Fig. 1: routed clock nets over the placement
Bar = 20 um.
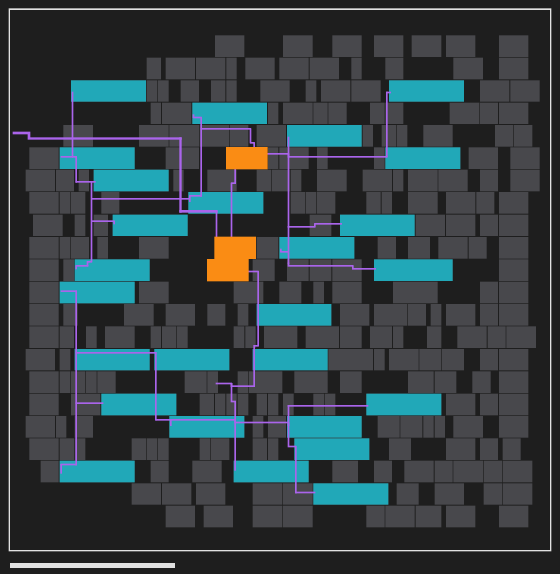
Fig. 2: cell sizes after repair
Bar = 20 um.
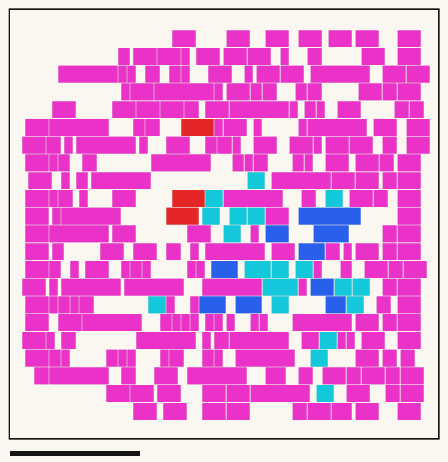
Fig. 3: gate families picked out
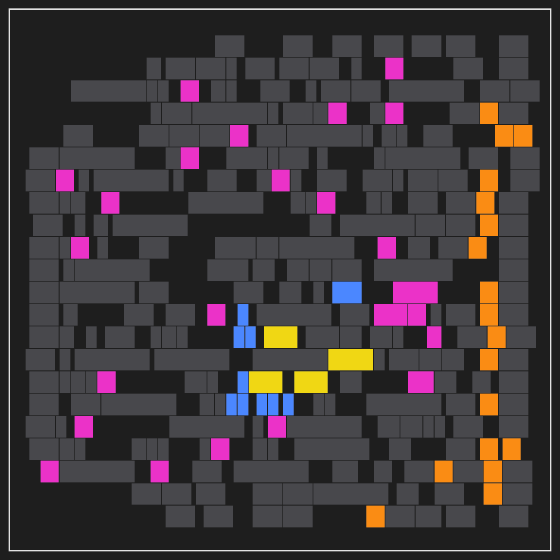
--- src/rtl/regfile_arbiter.sv ---
// Two-requester round-robin arbiter in front of a single-port register file.
// Define RF_ARB_WRITE_PRIORITY_EN to let a write beat a read on a mixed-op tie.
`timescale 1ns/1ps
module regfile_arbiter #(
  parameter int DATA_W = 16,
  parameter int ADDR_W = 3
) (
  input  logic                  clk,
  input  logic                  reset,
  input  logic [1:0]            req_valid,
  input  logic [1:0]            req_write,
  input  logic [2*ADDR_W-1:0]   req_addr,
  input  logic [2*DATA_W-1:0]   req_wdata,
  output logic [1:0]            req_ready,
  output logic [1:0]            rsp_valid,
  output logic [DATA_W-1:0]     rsp_rdata,
  output logic [DATA_W-1:0]     rf_data_in,
  output logic [ADDR_W-1:0]     rf_write_addr,
  output logic [ADDR_W-1:0]     rf_read_addr,
  output logic                  rf_write_en,
  input  logic [DATA_W-1:0]     rf_data_out
);

  typedef enum logic {IDLE, ISSUE} state_t;

  state_t              state, state_nxt;
  logic                grant;
  logic                accept;
  logic                last_grant;
  logic                op_write;
  logic                op_idx;
  logic [ADDR_W-1:0]   wr_addr_q;
  logic [ADDR_W-1:0]   rd_addr_q;
  logic [DATA_W-1:0]   wdata_q;
  logic [ADDR_W-1:0]   sel_addr;
  logic [DATA_W-1:0]   sel_wdata;

  // Winner of this cycle; only meaningful while at least one request is valid.
  always_comb begin
    // NOTE: every always_comb output gets a default first so no latch is inferred.
    grant = req_valid[1];
    if (&req_valid) begin
`ifdef RF_ARB_WRITE_PRIORITY_EN
      if (req_write[0] != req_write[1])
        grant = req_write[1];
      else
        grant = ~last_grant;
`else
      grant = ~last_grant;
`endif
    end
  end

  assign accept    = (state == IDLE) && (|req_valid) && !reset;
  assign sel_addr  = grant ? req_addr[2*ADDR_W-1:ADDR_W]   : req_addr[ADDR_W-1:0];
  assign sel_wdata = grant ? req_wdata[2*DATA_W-1:DATA_W]  : req_wdata[DATA_W-1:0];

  // State register; the async reset kills an in-flight ISSUE immediately.
  always_ff @(posedge clk or posedge reset) begin
    // NOTE: sequential state uses non-blocking assignments only.
    if (reset) state <= IDLE;
    else       state <= state_nxt;
  end

  always_comb begin
    state_nxt = state;
    case (state)
      IDLE:    if (accept) state_nxt = ISSUE;
      ISSUE:   state_nxt = IDLE;
      default: state_nxt = IDLE;
    endcase
  end

  always_comb begin
    req_ready   = 2'b00;
    rsp_valid   = 2'b00;
    rsp_rdata   = '0;
    rf_write_en = 1'b0;
    if (state == IDLE && !reset && (|req_valid))
      req_ready[grant] = 1'b1;
    if (state == ISSUE) begin
      if (op_write) begin
        rf_write_en = 1'b1;
      end else begin
        rsp_valid[op_idx] = 1'b1;
        rsp_rdata         = rf_data_out;
      end
    end
  end

  // Captured request; write and read address registers are kept apart so each
  // register-file port holds its own last value between operations.
  always_ff @(posedge clk or posedge reset) begin
    if (reset) begin
      last_grant <= 1'b1;
      op_write   <= 1'b0;
      op_idx     <= 1'b0;
      wr_addr_q  <= '0;
      rd_addr_q  <= '0;
      wdata_q    <= '0;
    end else if (accept) begin
      last_grant <= grant;
      op_write   <= req_write[grant];
      op_idx     <= grant;
      if (req_write[grant]) begin
        wr_addr_q <= sel_addr;
        wdata_q   <= sel_wdata;
      end else begin
        rd_addr_q <= sel_addr;
      end
    end
  end

  assign rf_write_addr = wr_addr_q;
  assign rf_data_in    = wdata_q;
  assign rf_read_addr  = rd_addr_q;

endmodule

--- config.mk ---
export PLATFORM = sky130hd
export DESIGN_NAME = regfile_arbiter
export DESIGN_NICKNAME = d
export VERILOG_FILES = /design/src/rtl/regfile_arbiter.sv
export SDC_FILE = /design/constraint.sdc
export NUM_CORES = 1
export LEC_CHECK = 0
export CAP_MARGIN = 20
export CORE_UTILIZATION = 34
export DETAILED_ROUTE_END_ITERATION = 10
export PLACE_DENSITY = 0.82
export SYNTH_ARGS = -nofsm -noshare
export SYNTH_HDL_FRONTEND = slang
export SYNTH_SLANG_ARGS = --single-unit
--- constraint.sdc ---
create_clock -name clk -period 2.31 [get_ports clk]
set_input_delay 0.462 -clock clk [delete_from_list [all_inputs] [get_ports clk]]
set_output_delay 0.462 -clock clk [all_outputs]
set_load 0.01 [all_outputs]
==> impl_metrics.toml <==
# flow metrics
[outcome]
status = "finished clean"

[power_and_ir_drop]
power_mw = 1.579
p_leak_nw = 1.113
p_per_area_nw_per_um2 = 611.6
max-vdd-ir-drop_v = 0.0003770

[sta]
worst_hold_slack_ns = 0.5123
setup_viol = 0
max_slew_margin = 0.6580
fin_crit_sh = 0.9109
rsz0062_at_grt = "no"
hold_viol = 0
fin_ws_ns = 0.2059
max_freq_mhz = 475.3

[placement]
dp.final_hpwl_um = 3407
dp_slack_ns = -0.09923
place_congestion = 0.7591

[cts]
cts_tree = "yes"
cts_num_sinks = 26
root_buffer = "clkbuf_8"

[floorplanning]
initCoreUtil = 0.3646
rows = 22
chipArea_sq_um = 4303

[setup_path]
reg2regPathDepth = 5
r2r_setup_slack_ns = 0.57
cp_num_buf_inv = 2
start_kind = "primary input"

[layout]
fin_util = 0.6848
drive_gt1_frac = 0.1127

[logic_synthesis]
ys_warn_count = 0
ys_area_sq_um = 1375
top_area_frac = 0.4550

[detailed_routing]
drt-total-wl_um = 4205
vias_per_cell = 4.898
via_count = 1582
first_iter_violations = 28
wire_per_inst_um = 13.02

[worst_hold_path]
whs_path_depth = 1
Back to the opening pictures, Fig. 1:
legend:
  orange:
    item: clock-net drivers
    count: 3
  cyan:
    item: flip-flops
    count: 26
  purple:
    item: clock wires
    length: 302 um
routed clock nets: 4

Back to the opening pictures, Fig. 2:
legend:
  cyan:
    size: x3 and x4
    cells: 19
    share: 6.9%
  blue:
    size: x2
    cells: 9
    share: 3.3%
  red:
    size: x6 and larger
    cells: 3
    share: 1.1%
  magenta:
    size: x1 and smaller
    cells: 244
    share: 89%

Back to the opening pictures, Fig. 3:
legend:
  yellow:
    family: mux cells
    cells: 4
  blue:
    family: nand cells
    cells: 10
  magenta:
    family: aoi and oai cells
    cells: 24
    where: spread over the die
  orange:
    family: and/or cells
    cells: 18

==> area by class of cell <==
type / instances / area, sq um
clock buffers: 4 / 45.04
fillers: 338 / 1189
inverters: 3 / 11.26
multi-input cells: 123 / 668.1
flip-flops and latches: 26 / 651.9
well taps: 48 / 60.06
repair buffers: 119 / 1146
==> sequential cells by signal, summed over array words and instances, names as in the netlist <==
register	cells
op_write	1
rf_read_addr	3
rf_data_in	16
last_grant	1
op_idx	1
rf_write_addr	3
state	1
==> cells in the final DEF, fill, tap and decap left out, types with 2 or more instances in the layout <==
cell type / netlist / routed
nor2_1: 43 / 43
mux2_2: 3 / 3
dlygate4sd2_1: 0 / 2
buf_4: 0 / 17
dfrtp_1: 25 / 25
nand2_1: 9 / 9
nor2b_1: 2 / 2
clkdlybuf4s50_1: 0 / 100
inv_1: 3 / 3
and2_1: 18 / 18
o22ai_1: 19 / 19
nor3_1: 19 / 19
clkbuf_8: 0 / 3
==> worst max path at each step <==
stage | end | cells past startpoint | slack (ns) | from
final | req_ready[1] | 4 | 0.21 | req_valid[1]
after global routing | rsp_valid[0] | 4 | 0.11 | op_write
after CTS | req_ready[1] | 4 | 0.17 | req_valid[1]
after detailed placement | req_ready[1] | 4 | -0.1 | req_valid[1]
after global placement | req_ready[1] | 4 | -0.08 | req_valid[1]
after floorplan | rf_read_addr[0] | 4 | 0.69 | last_grant
==> cell usage after synthesis (all sizes together) <==
| cell | count |
|---|---|
| nor2 | 44 |
| dfrtp | 25 |
| nor3 | 19 |
| o22ai | 19 |
| and2 | 18 |
| nand2 | 9 |
| buf | 4 |
| mux2 | 4 |
| clkbuf | 3 |
| inv | 3 |
| nor2b | 2 |
| a21bo | 1 |
| a21boi | 1 |
| a21o | 1 |
| a21oi | 1 |
| a31oi | 1 |
| dfstp | 1 |
| nand3 | 1 |
| o2111ai | 1 |
| o21ai | 1 |
==> what timing repair did <==
| item | in CTS | in global routing |
|---|---|---|
| hold buffers | 0 | 0 |
| setup endpoints to repair | 2 | 0 |
| gates resized | 2 | 0 |
==> metrics by stage <==
step                instance area, sq um  setup TNS [ns]  std cells
floorplan                           1375               0        159
global placement                    2540        -0.08829        319
detailed placement                  2540         -0.1135        319
CTS                                 2582               0        323
global route                        2582               0        323
finish                              2582               0        323
==> power by group <==
group          internal, mW  switching [mW]
registers             0.566          0.0836
logic                 0.415           0.253
clock network         0.123           0.139
==> metal layers <==
layer,vias up,share of wire
li1,774,-
met1,734,0.39
met2,70,0.50
met3,4,0.10
met4,0,0.0086
met5,-,0
==> cell families (layout without fill, tap and decap cells) <==
family | after synthesis | after routing | synth area share
AND/OR/NAND/NOR | 93 | 93 | 0.3176
AND-OR/OR-AND | 26 | 26 | 0.1328
flip-flops | 26 | 26 | 0.4741
buffers and inverters | 10 | 126 | 0.04003
multiplexers | 4 | 4 | 0.03548
Power and IR drop assume default switching activity.
